==> config.mk <==
export PLATFORM = sky130hd
export DESIGN_NAME = ccff_chain_loader
export DESIGN_NICKNAME = d
export VERILOG_FILES = /design/src/rtl/ccff_chain_loader.sv
export SDC_FILE = /design/constraint.sdc
export NUM_CORES = 1
export LEC_CHECK = 0
export ABC_AREA = 1
export ABC_CLOCK_PERIOD_IN_PS = 1700
export CAP_MARGIN = 40
export CORE_ASPECT_RATIO = 1.75
export CORE_UTILIZATION = 44
export CTS_CLUSTER_SIZE = 14
export DETAILED_ROUTE_END_ITERATION = 16
export GPL_TIMING_DRIVEN = 0
export PLACE_DENSITY = 0.7
export SETUP_SLACK_MARGIN = 0.3
export SLEW_MARGIN = 25
export SYNTH_ARGS = -nofsm -noshare
export SYNTH_HDL_FRONTEND = slang
export SYNTH_SLANG_ARGS = --single-unit
==> constraint.sdc <==
create_clock -name prog_clk -period 1.7 [get_ports prog_clk]
set_clock_uncertainty 0.1 [all_clocks]
set_input_delay 0.425 -clock prog_clk [delete_from_list [all_inputs] [get_ports prog_clk]]
set_output_delay 0.425 -clock prog_clk [all_outputs]
set_load 0.02 [all_outputs]
==> src/rtl/ccff_chain_loader.sv <==
// Serial loader for a tile configuration chain: shifts parallel words into ccff_head,
// then recirculates the chain once and compares CRC-8 signatures of loaded vs read-back bits.
module ccff_chain_loader #(
  parameter int unsigned CHAIN_LEN = 20,
  parameter int unsigned WORD_W    = 8,
  parameter int unsigned CLR_CYC   = 4
) (
  input  logic              prog_clk,
  input  logic              pReset_n,
  input  logic              start,
  input  logic [WORD_W-1:0] cfg_data,
  input  logic              cfg_valid,
  output logic              cfg_ready,
  output logic              ccff_head,
  input  logic              ccff_tail,
  output logic              ccff_shift_en,
  output logic              chain_pReset,
  output logic              busy,
  output logic              done,
  output logic              pass
);

  localparam int unsigned NWORDS = (CHAIN_LEN + WORD_W - 1) / WORD_W;
  localparam int unsigned BCW    = $clog2(CHAIN_LEN + 1);
  localparam int unsigned BLW    = $clog2(WORD_W + 1);
  localparam int unsigned WCW    = $clog2(NWORDS + 1);
  localparam int unsigned CCW    = (CLR_CYC > 1) ? $clog2(CLR_CYC) : 1;

  localparam logic [BCW-1:0] LAST_BIT  = BCW'(CHAIN_LEN - 1);
  localparam logic [BLW-1:0] FULL_WORD = BLW'(WORD_W);
  localparam logic [WCW-1:0] MAX_WORDS = WCW'(NWORDS);
  localparam logic [CCW-1:0] LAST_CLR  = CCW'(CLR_CYC - 1);

  localparam logic [2:0] StIdle   = 3'd0;
  localparam logic [2:0] StClear  = 3'd1;
  localparam logic [2:0] StLoad   = 3'd2;
  localparam logic [2:0] StVerify = 3'd3;
  localparam logic [2:0] StFinish = 3'd4;

  logic [2:0]        state_q, state_d;
  logic [CCW-1:0]    clr_cnt_q, clr_cnt_d;
  logic [BCW-1:0]    bit_cnt_q, bit_cnt_d;
  logic [BLW-1:0]    bits_left_q, bits_left_d;
  logic [WORD_W-1:0] word_q, word_d;
  logic [WCW-1:0]    words_q, words_d;
  logic [7:0]        crc_in_q, crc_in_d;
  logic [7:0]        crc_out_q, crc_out_d;
  logic              pass_q, pass_d;
  logic              crc_ok;

  function automatic logic [7:0] crc8_step(input logic [7:0] crc, input logic b);
    logic fb;
    fb = crc[7] ^ b;
    return {crc[6:0], 1'b0} ^ (fb ? 8'h07 : 8'h00);
  endfunction

  assign crc_ok = (crc_out_q == crc_in_q);

  always_comb begin
    cfg_ready     = 1'b0;
    ccff_shift_en = 1'b0;
    ccff_head     = 1'b0;
    chain_pReset  = 1'b0;
    done          = 1'b0;
    busy          = (state_q != StIdle);
    pass          = pass_q;
    case (state_q)
      StClear: chain_pReset = 1'b1;
      StLoad: begin
        ccff_shift_en = (bits_left_q != '0);
        ccff_head     = ccff_shift_en & word_q[WORD_W-1];
        // Ready on the last bit too, so the next word lands with no bubble.
        cfg_ready     = (bits_left_q <= BLW'(1)) && (words_q < MAX_WORDS);
      end
      StVerify: begin
        ccff_shift_en = 1'b1;
        ccff_head     = ccff_tail;
      end
      StFinish: begin
        done = 1'b1;
        pass = crc_ok;
      end
      default: ;
    endcase
  end

  always_comb begin
    state_d     = state_q;
    clr_cnt_d   = clr_cnt_q;
    bit_cnt_d   = bit_cnt_q;
    bits_left_d = bits_left_q;
    word_d      = word_q;
    words_d     = words_q;
    crc_in_d    = crc_in_q;
    crc_out_d   = crc_out_q;
    pass_d      = pass_q;
    case (state_q)
      StIdle: begin
        if (start) begin
          state_d     = StClear;
          clr_cnt_d   = '0;
          bit_cnt_d   = '0;
          bits_left_d = '0;
          word_d      = '0;
          words_d     = '0;
          crc_in_d    = '0;
          crc_out_d   = '0;
          pass_d      = 1'b0;
        end
      end
      StClear: begin
        if (clr_cnt_q == LAST_CLR) state_d = StLoad;
        else                       clr_cnt_d = clr_cnt_q + CCW'(1);
      end
      StLoad: begin
        if (ccff_shift_en) begin
          crc_in_d    = crc8_step(crc_in_q, word_q[WORD_W-1]);
          bit_cnt_d   = bit_cnt_q + BCW'(1);
          word_d      = word_q << 1;
          bits_left_d = bits_left_q - BLW'(1);
        end
        if (cfg_valid && cfg_ready) begin
          word_d      = cfg_data;
          bits_left_d = FULL_WORD;
          words_d     = words_q + WCW'(1);
        end
        // Chain full: any unshifted tail of the last word is dropped.
        if (ccff_shift_en && (bit_cnt_q == LAST_BIT)) begin
          state_d     = StVerify;
          bit_cnt_d   = '0;
          bits_left_d = '0;
          word_d      = '0;
        end
      end
      StVerify: begin
        crc_out_d = crc8_step(crc_out_q, ccff_tail);
        bit_cnt_d = bit_cnt_q + BCW'(1);
        if (bit_cnt_q == LAST_BIT) begin
          state_d   = StFinish;
          bit_cnt_d = '0;
        end
      end
      StFinish: begin
        pass_d  = crc_ok;
        state_d = StIdle;
      end
      default: state_d = StIdle;
    endcase
  end

  always_ff @(posedge prog_clk or negedge pReset_n) begin
    if (!pReset_n) begin
      state_q     <= StIdle;
      clr_cnt_q   <= '0;
      bit_cnt_q   <= '0;
      bits_left_q <= '0;
      word_q      <= '0;
      words_q     <= '0;
      crc_in_q    <= 8'h00;
      crc_out_q   <= 8'h00;
      pass_q      <= 1'b0;
    end else begin
      state_q     <= state_d;
      clr_cnt_q   <= clr_cnt_d;
      bit_cnt_q   <= bit_cnt_d;
      bits_left_q <= bits_left_d;
      word_q      <= word_d;
      words_q     <= words_d;
      crc_in_q    <= crc_in_d;
      crc_out_q   <= crc_out_d;
      pass_q      <= pass_d;
    end
  end

endmodule

==> out/results.txt <==
status = complete, but fails checks
failing checks = negative hold slack, negative setup slack
Inst Count DP = 351
Mux area share = 0.4317%
Flops after synth = 41
CTS buffer count = 5
Max Fclk = 0.4963 GHz
Leak = 0.001845 µW
pin count of the biggest net entering global routing = 22
Fillers = 303
DR iter-0 viols = 80
Top Layer Used = met4
Crit path largest cell delay = 0.41 ns
HP Class = in2async
GP Congestion = 0.7533
die area = 5575 µm²
grt met3 use = 3.311%
WHS = -0.004994 ns
Tightest Pin Transition = 0.5445 ns
Final Hold Vio Count = 5
Simple-Gate Area Share = 34.38%
via count = 2,362
Cell Count, Final, Fillers Out = 421
Slew Limit Fails = 0
worst path arrival time = 1.49 ns
worst-path cell chain = inv_2, ha_4, nand2_8, a32o_2, buf_6
Reg-to-Reg Start = crc_out_q[1]
clock insertion delay at the later pin of the skew report = 0.30 ns
first-pass GRT wire length = 11.75 mm
number of H-tree levels = 2
drt pass-1 iters = 4
detailed placement HPWL = 3.779 mm
Non-clock buffers, area share = 22.85%
Total GRT Usage = 27.64%
number of max-cap violations = 0
Chip Area, Yosys = 2318 µm²
met2 Use GR = 51.83%
Critical Path RT = 1.17 ns
most frequent cells in the layout = nand2_1, buf_6, dfrtp_1, buf_4, nand2_2
Max VDD drop = 1.333 mV
grt total ovfl = 0
FF/Latch Area = 1031 µm²
initial antenna violation count = 0
GR peak layer = met2
CTS tree = yes
number of global-route vias before repair = 2,420
R2R depth = 11
setup slack after layout = -0.3150 ns
Syn Std Cell Area = 2318 µm²
DRT met1 WL = 2.852 mm
Post-synth seq share = 44.25%
Die Span Y = 98.03 µm
setup_tns = -4.868 ns
Yosys cell types = 33
syn_area_per_cell = 8.340 µm²
CP Class = reg2out
CP max FO = 3
clkbuf count = 5
placed instance area = 2736 µm²
IO Pins = 20
Post-synth area hogs = dfrtp_1, nand2_1, nand3_1
WL met3 = 216 µm
met2 WL = 4.392 mm
Post-CTS Hold Fix Bufs = 0
# setup viols final = 36
Logic Gate Count = 199
Sink Count = 41
Comb gate area = 1653 µm²
count of library flops with an enable pin = 0
top flop regs = crc_in_q x8, crc_out_q x8, word_q x8
ratio of cells with drive above 1 in the final layout = 54.77%
Adder Share, Synth = 3.238%
Synth top cell by count = nand2_1
ANT nets after route = 0
cell type with the largest total area = dfrtp_1
==> power breakdown <==
group          switching, µW  internal (µW)
combinational           3270           2770
clock                    364            584
sequential               291           1280
==> how the worst max path moves through the flow <==
stage,cells after the start,slack [ns],endpoint,startpoint
2_1_floorplan,5,0.03,ccff_head,state_q[2]
3_3_place_gp,1,-1.16,state_q[2],pReset_n
3_5_place_dp,6,-0.60,ccff_head,state_q[2]
4_1_cts,5,-0.31,ccff_head,bits_left_q[1]
5_1_grt,5,-0.35,pass,crc_out_q[1]
6_report,5,-0.32,ccff_head,bits_left_q[1]
==> repair_timing <==
item,CTS,global route
pin swaps,34,37
resized,127,51
gates cloned,4,0
setup endpoints to repair,47,48
setup buffers,43,15
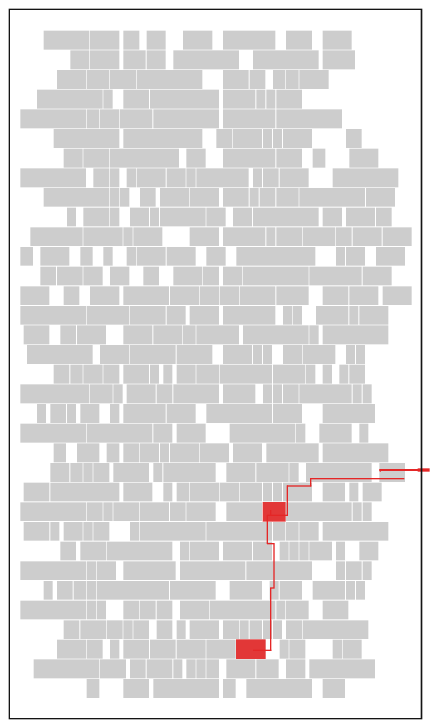
Figure 1: I/O nets highlighted.
[red] ccff_tail | bits: 1 | direction: input | end cells: 2 | wire: 52.6 µm

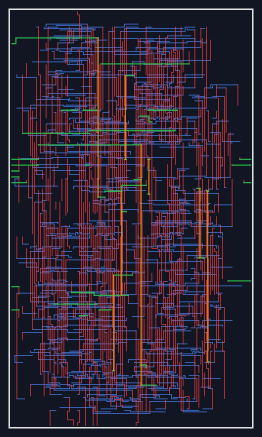
Figure 2: wiring by layer.
[orange] metal 4 | wire length: 225 µm
[blue] metal 1 | wire length: 2,850 µm
[green] metal 3 | wire length: 217 µm
[red] metal 2 | wire length: 4,390 µm

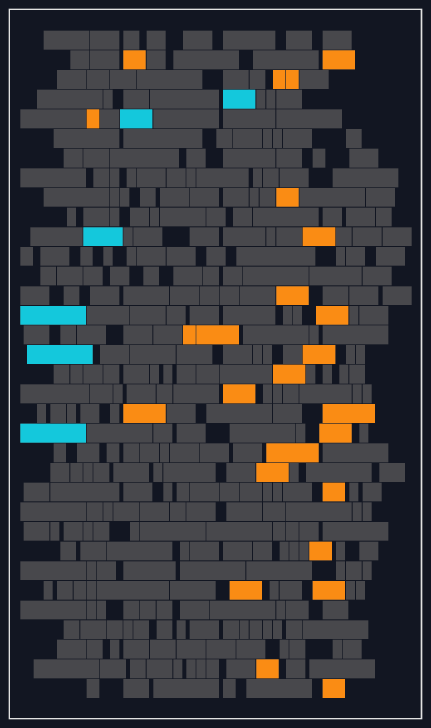
Figure 3: gate families picked out.
[orange] inverting AOI/OAI gates | cells: 25 | most used: o22ai_2
[cyan] adder and majority cells | cells: 6 | most used: ha_4

Power and IR drop assume default switching activity.
